## src/rtl/mux4_rr_arbiter.sv

```systemverilog
// -----------------------------------------------------------------------------
// mux4_rr_arbiter
//   Round-robin arbiter for one shared 4:1 datapath mux. A requester holds
//   req[i] high for as long as it needs the datapath. The winner keeps the
//   grant until it drops its request. There is always one IDLE cycle between
//   consecutive owners, and the search pointer advances past the last owner
//   so the other requesters get their turn.
//
//   Optional build macro: ARB_TIMEOUT_EN
//     When this macro is defined, a hold watchdog is compiled in. It forces
//     a release after MAX_HOLD consecutive grant cycles and pulses timeout
//     for one cycle. When the macro is undefined, timeout is tied to 0 and
//     ownership is unbounded.
//
// Parameters
//   MAX_HOLD  Maximum consecutive grant cycles per owner (2..255). Only used
//             when ARB_TIMEOUT_EN is defined.
//
// Ports
//   clk       Clock. All state changes happen on the rising edge.
//   rst       Asynchronous, active-high reset.
//   enable    Arbitration enable. No new grant is issued while it is low.
//   req[3:0]  Per-requester request level.
//   gnt[3:0]  Registered grant, one-hot or zero.
//   S[1:0]    Registered mux select. Holds the last owner while idle.
//   mux_en    Registered mux enable. High while a grant is active.
//   busy      High while in state GRANT.
//   timeout   One-cycle pulse on a watchdog release.
// -----------------------------------------------------------------------------
module mux4_rr_arbiter #(
    parameter int MAX_HOLD = 16
) (
    input  logic       clk,
    input  logic       rst,
    input  logic       enable,
    input  logic [3:0] req,
    output logic [3:0] gnt,
    output logic [1:0] S,
    output logic       mux_en,
    output logic       busy,
    output logic       timeout
);

    if (MAX_HOLD < 2 || MAX_HOLD > 255) begin : g_bad_max_hold
        $error("mux4_rr_arbiter: MAX_HOLD must be in 2..255");
    end

    typedef enum logic {IDLE = 1'b0, GRANT = 1'b1} state_t;

    state_t     state;
    logic [1:0] ptr;
    logic [1:0] pick;
    logic       found;
    logic [1:0] idx;

    // First requester found when searching ptr, ptr+1, ptr+2, ptr+3.
    // The loop runs from the farthest offset down to the nearest one, so
    // the nearest set bit is the last assignment and therefore wins.
    always_comb begin
        pick  = ptr;
        found = 1'b0;
        idx   = ptr;
        for (int k = 3; k >= 0; k--) begin
            idx = ptr + 2'(k);
            if (req[idx]) begin
                pick  = idx;
                found = 1'b1;
            end
        end
    end

    assign busy = (state == GRANT);

`ifdef ARB_TIMEOUT_EN
    localparam logic [7:0] HOLD_LAST = 8'(MAX_HOLD - 1);
    logic [7:0] hold_cnt;
`else
    assign timeout = 1'b0;
`endif

    always_ff @(posedge clk or posedge rst) begin
        if (rst) begin
            state    <= IDLE;
            ptr      <= 2'd0;
            gnt      <= 4'd0;
            S        <= 2'd0;
            mux_en   <= 1'b0;
`ifdef ARB_TIMEOUT_EN
            hold_cnt <= 8'd0;
            timeout  <= 1'b0;
`endif
        end else begin
`ifdef ARB_TIMEOUT_EN
            timeout <= 1'b0;
`endif
            case (state)
                IDLE: begin
                    if (enable && found) begin
                        state    <= GRANT;
                        S        <= pick;
                        gnt      <= 4'b0001 << pick;
                        mux_en   <= 1'b1;
`ifdef ARB_TIMEOUT_EN
                        hold_cnt <= 8'd0;
`endif
                    end else begin
                        gnt    <= 4'd0;
                        mux_en <= 1'b0;
                    end
                end
                GRANT: begin
                    // A normal release takes priority over the watchdog. An
                    // owner that drops its request on the limit cycle does
                    // not see a timeout.
                    if (!req[S]) begin
                        state  <= IDLE;
                        gnt    <= 4'd0;
                        mux_en <= 1'b0;
                        ptr    <= S + 2'd1;
                    end
`ifdef ARB_TIMEOUT_EN
                    else if (hold_cnt == HOLD_LAST) begin
                        state   <= IDLE;
                        gnt     <= 4'd0;
                        mux_en  <= 1'b0;
                        ptr     <= S + 2'd1;
                        timeout <= 1'b1;
                    end else begin
                        hold_cnt <= hold_cnt + 8'd1;
                    end
`endif
                end
                default: state <= IDLE;
            endcase
        end
    end

endmodule

```

## config.mk

```make
export PLATFORM = sky130hd
export DESIGN_NAME = mux4_rr_arbiter
export DESIGN_NICKNAME = d
export VERILOG_FILES = /design/src/rtl/mux4_rr_arbiter.sv
export SDC_FILE = /design/constraint.sdc
export NUM_CORES = 1
export LEC_CHECK = 0
export ABC_AREA = 1
export CAP_MARGIN = 10
export CELL_PAD_IN_SITES_DETAIL_PLACEMENT = 1
export CELL_PAD_IN_SITES_GLOBAL_PLACEMENT = 2
export CORE_MARGIN = 5
export CORE_UTILIZATION = 25
export CTS_BUF_LIST = sky130_fd_sc_hd__clkbuf_8
export DETAILED_ROUTE_END_ITERATION = 10
export HOLD_SLACK_MARGIN = 0.1
export PLACE_DENSITY_LB_ADDON = 0.1
export SYNTH_ARGS = -nofsm -noshare
export SYNTH_HDL_FRONTEND = slang
export SYNTH_SLANG_ARGS = --single-unit
```

## constraint.sdc

```tcl
create_clock -name clk -period 1.4 [get_ports clk]
set_input_delay 0.21 -clock clk [delete_from_list [all_inputs] [get_ports clk]]
set_output_delay 0.21 -clock clk [all_outputs]
set_load 0.005 [all_outputs]
```

==> Changelog: implementation <==
### Physical design

- Status: finished, violations left
- Violated checks: setup timing
- Final WS setup: -0.0873 ns
- Die Width: 64.8 um
- Most frequent cells in the layout: 34 x nand2_1, 14 x nand2_2, 13 x buf_4
- Clk network pwr share: 0.118
- Tool Warnings: 28
- Post-synthesis cell area: 749 um^2
- Residual DRC count: 0
- M1 WL: 987 um
- Clock root cell: clkbuf_8
- Crit path capture: S[0]
- P_leak: 0.628 nW
- Met3 wire len: 16 um
- Final setup fails: 8
- Distinct cells, synth: 19
- Met2 WL: 1090 um
- Initial drt markers: 21
- Grt met3 use: 0.0121
- Core area: 0.00281 mm^2
- Critical Path AT: 1.61 ns
- CP Data Required Time: 1.52 ns
- Vias in the first global route: 857
- Maximum VDD drop: 0.900 mV
- Slowest cell delay on critical path: 0.49 ns
- Gpl congestion: 0.752
- Nets: 150
## stage by stage
step	worst slack [ns]	TNS (ns)	instances	power, mW
2_1_floorplan	0.0313	0	113	1.66
3_3_place_gp	-0.319	-2.48	163	2.23
3_5_place_dp	-0.340	-2.59	163	2.25
4_1_cts	-0.119	-0.614	171	2.95
5_1_grt	-0.210	-1.35	173	3.31
6_report	-0.0873	-0.462	173	3.01
## cell usage after synthesis, drive strengths merged
master	instances
a21oi	3
and2	1
buf	2
conb	1
dfrtp	10
inv	16
nand2	58
nand3	12
nor2	3
o21ai	6
xnor2	1
## logic make-up after synthesis
logic type | share of synthesized area
other | 0.00500
and+or+nand+nor | 0.474
DFF | 0.334
xor gates and xnor gates | 0.0117
AOI/OAI and AO/OA | 0.0601
buffers and inverters | 0.115
## registers in the layout, indices dropped and copies added, names as in the netlist
| name | cells |
|---|---|
| S | 2 |
| busy | 1 |
| gnt | 4 |
| mux_en | 1 |
| ptr | 2 |
## final cells by class
| class | instances | area (um^2) |
|---|---|---|
| clock buffers | 4 | 55.1 |
| inverters | 16 | 72.6 |
| well taps | 31 | 38.8 |
| multi-input cells | 85 | 504 |
| fillers | 359 | 1640 |
| repair buffers | 27 | 239 |
| flip-flops and latches | 10 | 254 |
## power by group through the flow
| stage | combinational, mW | sequential (mW) | clock [mW] |
|---|---|---|---|
| 5_1_grt | 2.31 | 0.610 | 0.390 |
| 3_3_place_gp | 1.65 | 0.579 | 0 |
| 3_5_place_dp | 1.66 | 0.587 | 0 |
| 6_report | 2.07 | 0.581 | 0.356 |
| 2_1_floorplan | 1.13 | 0.526 | 0 |
| 4_1_cts | 2.01 | 0.580 | 0.366 |
## repair_timing
item	CTS	global route
buffers inserted	4	2
endpoints found under the setup margin	9	11
hold buffers	0	0
pin swaps	12	10
gates resized	27	8
### Logic cells by family

(6 px per um)
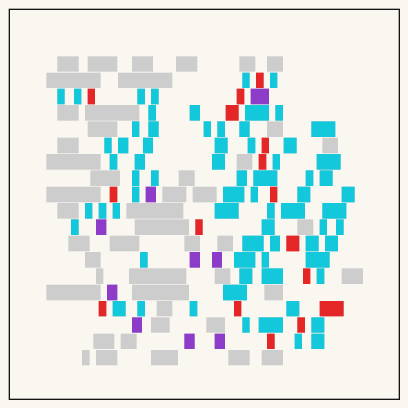
Key: inverting AOI/OAI gates = purple [cells 9]; inverters = red [cells 16]; NAND gates = cyan [cells 70]
combinational share of cell area: 0.433
Final Non-Filler Cells: 173
Top cell excl fill/tap: nand2_1

### Routed metal per tile

(6 px per um) 13 x 13 tiles, from white (low) to dark blue (high), scaled to the fullest tile. Values are wire area over tile area, all layers added.
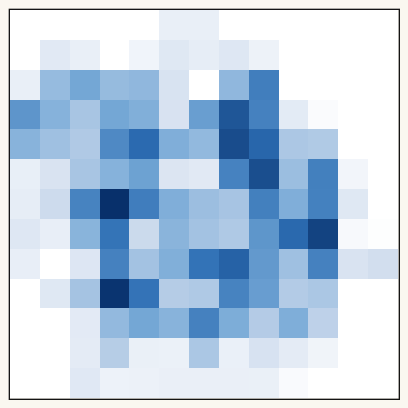
The mean over all tiles is 0.074. 27% of the tiles are nearly empty. 21% of the tiles are over half the peak. The densest ninth of the die: centre.
Total Routing Usage GR: 0.111
final wirelength: 2100 um
vias post-DR: 775

### Track usage over the die

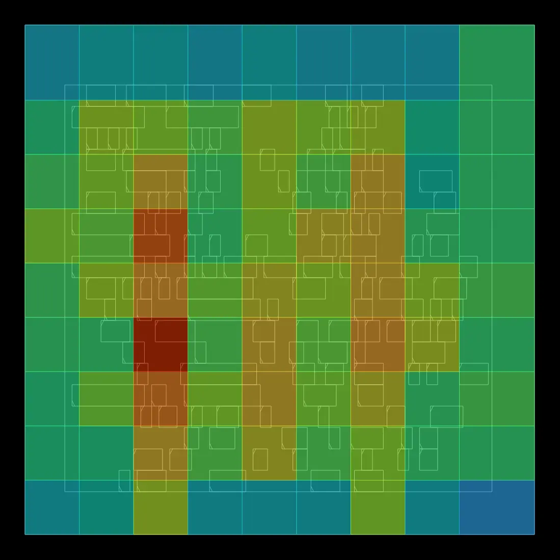
wire length per cell: 12.1 um
grt met1 use: 0.134

### Clock distribution

(8 px per um)
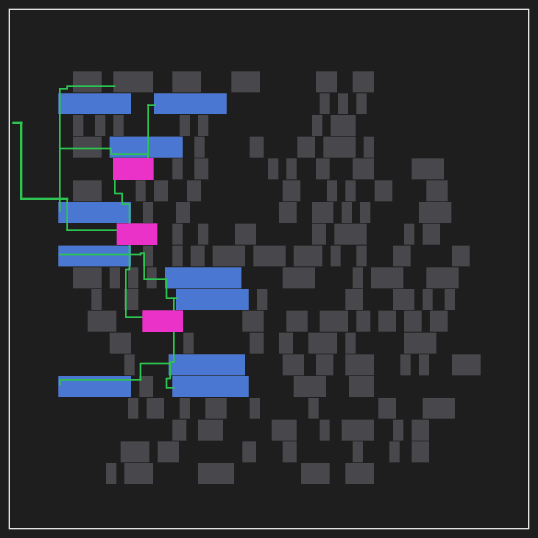
Key: cells driving clock nets = magenta [count 3]; flip-flops = blue [count 10]; clock wires = green [length 145 um]
There are 4 routed clock nets.
Clock Latency Late Sink: 0.23 ns
clk pwr: 0.356 mW

No activity file was given, so power comes from the tool's default toggle rates.
